File: src/rtl/ram_1w2r_fwd.sv
// ============================================================================
//  Module   : ram_1w2r_fwd
//  Purpose  : Three-way read-data select for one read port of ram_1w2r.
//             Picks the newest copy of the addressed word: the live write
//             port first, then the staged write, then the stored array word.
//  Ports    : wr_en_i / wr_addr_i / wr_data_i    live write port
//             ws_valid_i / ws_addr_i / ws_data_i staged (not yet committed) write
//             rd_addr_i                          read address of this port
//             mem_data_i                         array word at rd_addr_i
//             rd_data_o                          next read word (combinational)
//  Revision : 1.0  initial release
// ============================================================================
`default_nettype none

module ram_1w2r_fwd #(
  parameter int WIDTH  = 8,
  parameter int DEEPTH = 8
) (
  input  logic              wr_en_i,
  input  logic [DEEPTH-1:0] wr_addr_i,
  input  logic [WIDTH-1:0]  wr_data_i,
  input  logic              ws_valid_i,
  input  logic [DEEPTH-1:0] ws_addr_i,
  input  logic [WIDTH-1:0]  ws_data_i,
  input  logic [DEEPTH-1:0] rd_addr_i,
  input  logic [WIDTH-1:0]  mem_data_i,
  output logic [WIDTH-1:0]  rd_data_o
);

  logic hit_live;
  logic hit_stage;

  // Full-width address equality; no partial-address aliasing.
  assign hit_live  = wr_en_i    && (wr_addr_i == rd_addr_i);
  assign hit_stage = ws_valid_i && (ws_addr_i == rd_addr_i);

  // The live write is younger than the staged one, so it wins when both
  // target the same address (back-to-back writes to one location).
  always_comb begin
    rd_data_o = mem_data_i;
    if (hit_live) begin
      rd_data_o = wr_data_i;
    end else if (hit_stage) begin
      rd_data_o = ws_data_i;
    end
  end

endmodule

`default_nettype wire

File: src/rtl/ram_1w2r.sv
// ============================================================================
//  Module   : ram_1w2r
//  Purpose  : Single-write, dual-read synchronous RAM. Writes pass through a
//             one-entry stage before committing to the array; both read
//             ports forward from the live write and the stage so every read
//             observes the newest data for its address. Read data is
//             registered (1-cycle latency) and held while the enable is low.
//  Ports    : clk, rst                       clock, synchronous active-high reset
//             write_addr/write_data/write_EN write port
//             read_addr_A/read_EN_A          read port A request
//             read_addr_B/read_EN_B          read port B request
//             read_data_A/read_data_B        registered read data
//  Revision : 1.0  initial release
// ============================================================================
`default_nettype none

module ram_1w2r #(
  parameter int WIDTH  = 8,
  parameter int DEEPTH = 8
) (
  input  logic              clk,
  input  logic              rst,
  input  logic [DEEPTH-1:0] write_addr,
  input  logic [WIDTH-1:0]  write_data,
  input  logic              write_EN,
  input  logic [DEEPTH-1:0] read_addr_A,
  input  logic              read_EN_A,
  input  logic [DEEPTH-1:0] read_addr_B,
  input  logic              read_EN_B,
  output logic [WIDTH-1:0]  read_data_A,
  output logic [WIDTH-1:0]  read_data_B
);

  localparam int LINES = 1 << DEEPTH;

  // Storage: no reset so it maps onto distributed or block RAM.
  logic [WIDTH-1:0] mem_q [0:LINES-1];

  // Write stage.
  logic              ws_valid_q;
  logic [DEEPTH-1:0] ws_addr_q;
  logic [WIDTH-1:0]  ws_data_q;

  // Read output registers and their next values.
  logic [WIDTH-1:0]  rd_a_q, rd_a_d;
  logic [WIDTH-1:0]  rd_b_q, rd_b_d;
  logic [WIDTH-1:0]  mem_a;
  logic [WIDTH-1:0]  mem_b;
  logic [WIDTH-1:0]  fwd_a;
  logic [WIDTH-1:0]  fwd_b;

  assign mem_a = mem_q[read_addr_A];
  assign mem_b = mem_q[read_addr_B];

  ram_1w2r_fwd #(
    .WIDTH  (WIDTH),
    .DEEPTH (DEEPTH)
  ) u_fwd_a (
    .wr_en_i    (write_EN),
    .wr_addr_i  (write_addr),
    .wr_data_i  (write_data),
    .ws_valid_i (ws_valid_q),
    .ws_addr_i  (ws_addr_q),
    .ws_data_i  (ws_data_q),
    .rd_addr_i  (read_addr_A),
    .mem_data_i (mem_a),
    .rd_data_o  (fwd_a)
  );

  ram_1w2r_fwd #(
    .WIDTH  (WIDTH),
    .DEEPTH (DEEPTH)
  ) u_fwd_b (
    .wr_en_i    (write_EN),
    .wr_addr_i  (write_addr),
    .wr_data_i  (write_data),
    .ws_valid_i (ws_valid_q),
    .ws_addr_i  (ws_addr_q),
    .ws_data_i  (ws_data_q),
    .rd_addr_i  (read_addr_B),
    .mem_data_i (mem_b),
    .rd_data_o  (fwd_b)
  );

  always_comb begin
    rd_a_d = rd_a_q;
    rd_b_d = rd_b_q;
    if (read_EN_A) begin
      rd_a_d = fwd_a;
    end
    if (read_EN_B) begin
      rd_b_d = fwd_b;
    end
  end

  // Commit the staged write. Gated by rst so a write caught in the stage at
  // the reset edge is dropped rather than committed.
  always_ff @(posedge clk) begin
    if (!rst && ws_valid_q) begin
      mem_q[ws_addr_q] <= ws_data_q;
    end
  end

  always_ff @(posedge clk) begin
    if (rst) begin
      ws_valid_q <= 1'b0;
      ws_addr_q  <= '0;
      ws_data_q  <= '0;
      rd_a_q     <= '0;
      rd_b_q     <= '0;
    end else begin
      ws_valid_q <= write_EN;
      if (write_EN) begin
        ws_addr_q <= write_addr;
        ws_data_q <= write_data;
      end
      rd_a_q <= rd_a_d;
      rd_b_q <= rd_b_d;
    end
  end

  assign read_data_A = rd_a_q;
  assign read_data_B = rd_b_q;

endmodule

`default_nettype wire
File: config.mk
export PLATFORM = sky130hd
export DESIGN_NAME = ram_1w2r
export DESIGN_NICKNAME = d
export VERILOG_FILES = /design/src/rtl/ram_1w2r_fwd.sv /design/src/rtl/ram_1w2r.sv
export SDC_FILE = /design/constraint.sdc
export NUM_CORES = 2
export LEC_CHECK = 0
export ABC_CLOCK_PERIOD_IN_PS = 5900
export CAP_MARGIN = 25
export CORE_ASPECT_RATIO = 1.1
export CORE_MARGIN = 4
export CORE_UTILIZATION = 40
export CTS_CLUSTER_DIAMETER = 100
export DETAILED_ROUTE_END_ITERATION = 10
export HOLD_SLACK_MARGIN = 0.1
export SKIP_CTS_REPAIR_TIMING = 1
export SYNTH_ARGS = -nofsm -noshare
export SYNTH_HDL_FRONTEND = slang
export SYNTH_SLANG_ARGS = --single-unit
File: constraint.sdc
create_clock -name clk -period 5.9 [get_ports clk]
set_clock_uncertainty 0.2 [all_clocks]
set_input_delay 0.59 -clock clk [delete_from_list [all_inputs] [get_ports clk]]
set_output_delay 0.59 -clock clk [all_outputs]
set_load 0.02 [all_outputs]
Fig. 1: cells colored by class
Drawn at 1 px/um.
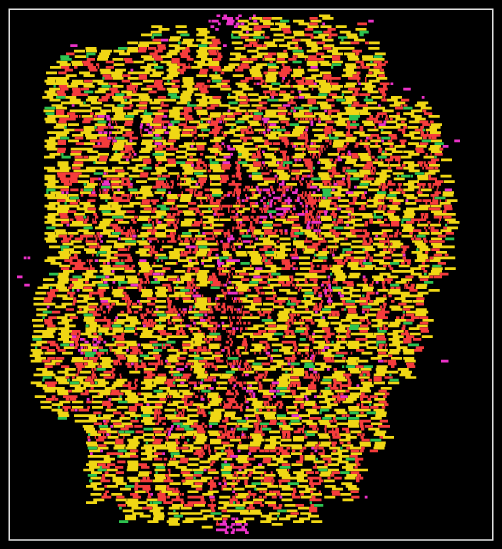
[green] clock drivers and dummy loads | cells: 386 | share of their area: 6.2%
[magenta] other buffers and delay cells | cells: 421 | share of their area: 3.8%
[red] all other logic | cells: 3135 | share of their area: 32%
[yellow] flip-flops | cells: 2081 | share of their area: 58%

==> flow_summary_export.csv <==
group,metric,value,unit
outcome,result_of_the_run,"finished clean",
grt,grt_first_pass_wirelength,487000,um
final_layout,post_route_cells_drive_above_1_share,0.252,
floorplanning,floorplan.die.width,482,um
final_layout,flop_area,62200,um2
route,wl,352000,um
critical_path,critical_path.cell_chain,"nor2b_1 -> nand3_2 -> nor2_1",
synthesis,ys_area,98800,um2
sta,report.final.hold_viol_count,0,
route,detail_route.wl_per_cell,37.8,um
grt,grt.total_usage,0.272,
place,place.port_buffers,52,
clocking,numCtsBuffers,209,
grt,grt_start_max_net_pins,224,
floorplanning,ios,53,
synthesis,ys_top_cells_by_count,"sky130_fd_sc_hd__edfxtp_1 (2048), sky130_fd_sc_hd__mux4_2 (775), sky130_fd_sc_hd__mux2i_1 (656), sky130_fd_sc_hd__nor2_1 (367), sky130_fd_sc_hd__nand2_1 (224)",
critical_path,worst-setup-path-type,"reg -> reg",
route,first_pass_iters,8,
synthesis,ys_top_cells_by_area,"sky130_fd_sc_hd__edfxtp_1 (62%), sky130_fd_sc_hd__mux4_2 (18%), sky130_fd_sc_hd__mux2i_1 (6.6%)",
synthesis,synth.avg_cell_area,17.5,um2
synthesis,yosysUniqueCellTypes,69,
critical_path,timing.critical_path.arrival,4.57,ns
clocking,clock_insertion_delay_worst_skew,0.90,ns
sta,fin_crit_sh,0.730,
clocking,cts.htree.levels,4,
route,route.detailed.drc,0,
critical_path,timing.critical_path.required,6.16,ns
route,num_vias,61400,
min_path,hold_path_class,"in -> reg",
clocking,cts.sink_count,2081,
final_layout,n_fill_cell,21100,
route,final_antenna_net_count,0,
sta,worst_hold_slack,0.379,ns
route,vias_per_cell,6.59,
pwr,cellPowerDensity,291,nW/um2
floorplanning,die_y,529,um
final_layout,finish.net_count,5885,
critical_path,critical_path.endpoint_type,"flip-flop",
flow_run,maxCapViolations,0,
clocking,cts_root_buffer,"sky130_fd_sc_hd__clkbuf_16",
synthesis,yosysTopAreaCellShare,0.622,
sta,post-route-worst-setup-slack,1.59,ns
clocking,cts_tree,"done",
sta,setup_viol,0,
flow_run,stage_log_warning_count,39,
final_layout,logic_area,34200,um2
floorplanning,floorplanUtilization,0.402,
final_layout,layout.cells.most_common,"sky130_fd_sc_hd__edfxtp_1",
sta,fmaxAchievable,232,MHz
synthesis,yosys-stat-cells,5658,
sta,tns,0,ns
critical_path,critical_path.max_fanout,13,
grt,first_global_vias,60400,
synthesis,netlist.top_cell.by_area,"sky130_fd_sc_hd__edfxtp_1",
pwr,ir_drop,0.000331,V
synthesis,syn_inst,5658,
sta,setup_repair_after_global_routing_missed_its_margin,"false",
sta,relSlewSlack,0.172,
synthesis,synth_flop_count,2081,
synthesis,synth-warning-count,0,
place,place_congestion,0.934,
critical_path,critPathMaxStageDelay,1.24,ns
floorplanning,core,246000,um2
clocking,path_clk_slew,0.07,ns
synthesis,synth-edff-count,2048,
synthesis,synth_flop_type,"sky130_fd_sc_hd__edfxtp_1",
critical_path,crit_path_start_kind,"flip-flop",
synthesis,synth.cell_area,98800,um2
floorplanning,num_rows,191,
floorplanning,overall_chip_area,255000,um2
grt,overflow,0,
synthesis,async_reset_ff_frac,0,
final_layout,syn_to_final_growth,12.6,%
sta,worst_slew_pin_slew,1.24,ns
route,drt-initial-drc-count,8938,
pwr,power.static_leakage,35.0,nW
synthesis,synth_nets,5695,
sta,slew_viol_final,0,
place,dpl_worst_slack,1.20,ns
synthesis,ys_seq_frac,0.629,
final_layout,layout.cells.most_common_list,"sky130_fd_sc_hd__edfxtp_1 (2048), sky130_fd_sc_hd__mux4_2 (775), sky130_fd_sc_hd__mux2i_1 (656), sky130_fd_sc_hd__nor2_1 (363), sky130_fd_sc_hd__buf_4 (274)",
critical_path,worst_path_max_delay_cell,"sky130_fd_sc_hd__nor2_1",
place,detailedPlacementHpwl,234000,um
synthesis,most_common_cell,"sky130_fd_sc_hd__edfxtp_1",
grt,grt_antenna_before_repair,16,
clocking,clock_path_buffers,3,
sta,finalCriticalPeriod,4.31,ns
Fig. 2: met3 routing
Drawn at 1 px/um.
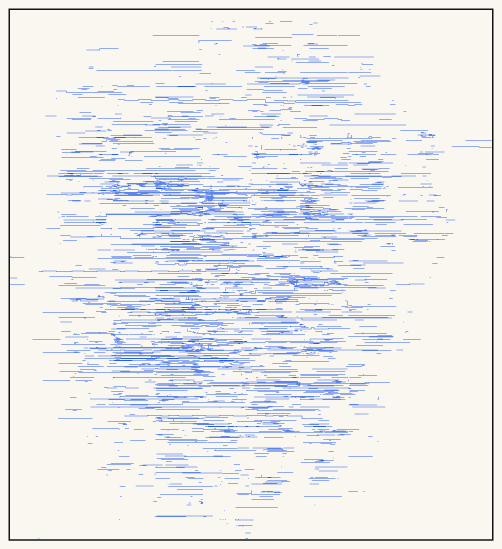
main direction: horizontal
share of all routed wire: 10%

-- report_power, final --
part / switching, W / total [W] / leakage, nW / internal, W
Combinational: 0.00183 / 0.00283 / 13.8 / 0.00100
Clock: 0.00586 / 0.0131 / 3.24 / 0.00729
Sequential: 0.000125 / 0.0164 / 17.9 / 0.0163
Total: 0.00781 / 0.0324 / 35.0 / 0.0246
-- flip-flops by register name, indices dropped and copies added, names as in the netlist --
signal,cells
ws_addr_q,8
ws_data_q,8
read_data_B,8
read_data_A,8
mem_q,2048
ws_valid_q,1
-- logic make-up (layout without fill, tap and decap cells) --
group           Yosys count  after routing  share of synthesized area
xor+xnor                 32             32                    0.00284
other cells               0             10                          0
simple gates            909            909                     0.0407
buf+inv                 453            818                     0.0261
flops                  2081           2081                      0.629
compound gates          710            710                     0.0504
mux                    1473           1473                      0.251
-- final timing paths --
path         cells after the start                   endpoint                       from  slack [ns]
max                              3      mem_q[8][4]$_DFFE_PP_  ws_addr_q[3]$_SDFFE_PP0P_        1.59
min                              3      ws_valid_q$_SDFF_PP0_                   write_EN        0.38
max reg2reg                      3      mem_q[8][4]$_DFFE_PP_  ws_addr_q[3]$_SDFFE_PP0P_        1.59
min reg2reg                      2  ws_data_q[6]$_SDFFE_PP0P_  ws_data_q[6]$_SDFFE_PP0P_        0.43
-- metrics by stage --
stage,util,cells,power [W],cell area (um2)
6_report,0.452,9314,0.0324,111000
5_1_grt,0.452,9306,0.0332,111000
4_1_cts,0.450,9262,0.0324,111000
3_5_place_dp,0.424,8876,0.0195,104000
3_3_place_gp,0.420,8802,0.0195,103000
2_1_floorplan,-,5658,0.0184,98800
-- cell type report --
type,count,area share
Sequential cell,2081,0.559
Clock inverter,129,0.0102
Clock buffer,257,0.0492
Inverter,11,0.000439
Multi-Input combinational cell,3124,0.307
Antenna cell,10,0.000225
Timing Repair Buffer,421,0.0366
Tap cell,3281,0.0369
-- metal layers --
metal	wire length, um	part of all wire	up-vias	track usage
met3	36600	0.10	968	0.0667
met5	65	0.00018	-	0
met2	163000	0.46	4027	0.424
met4	26100	0.074	10	0.162
met1	126000	0.36	32200	0.345
li1	-	-	24200	-
-- worst max-delay path, delay by kind of cell, from the launching register on --
family / cells / cell delay [ns]
simple gates: 3 / 2.88
flops: 1 / 0.75
Power figures rest on the tool's default switching activity, not on a simulated workload.
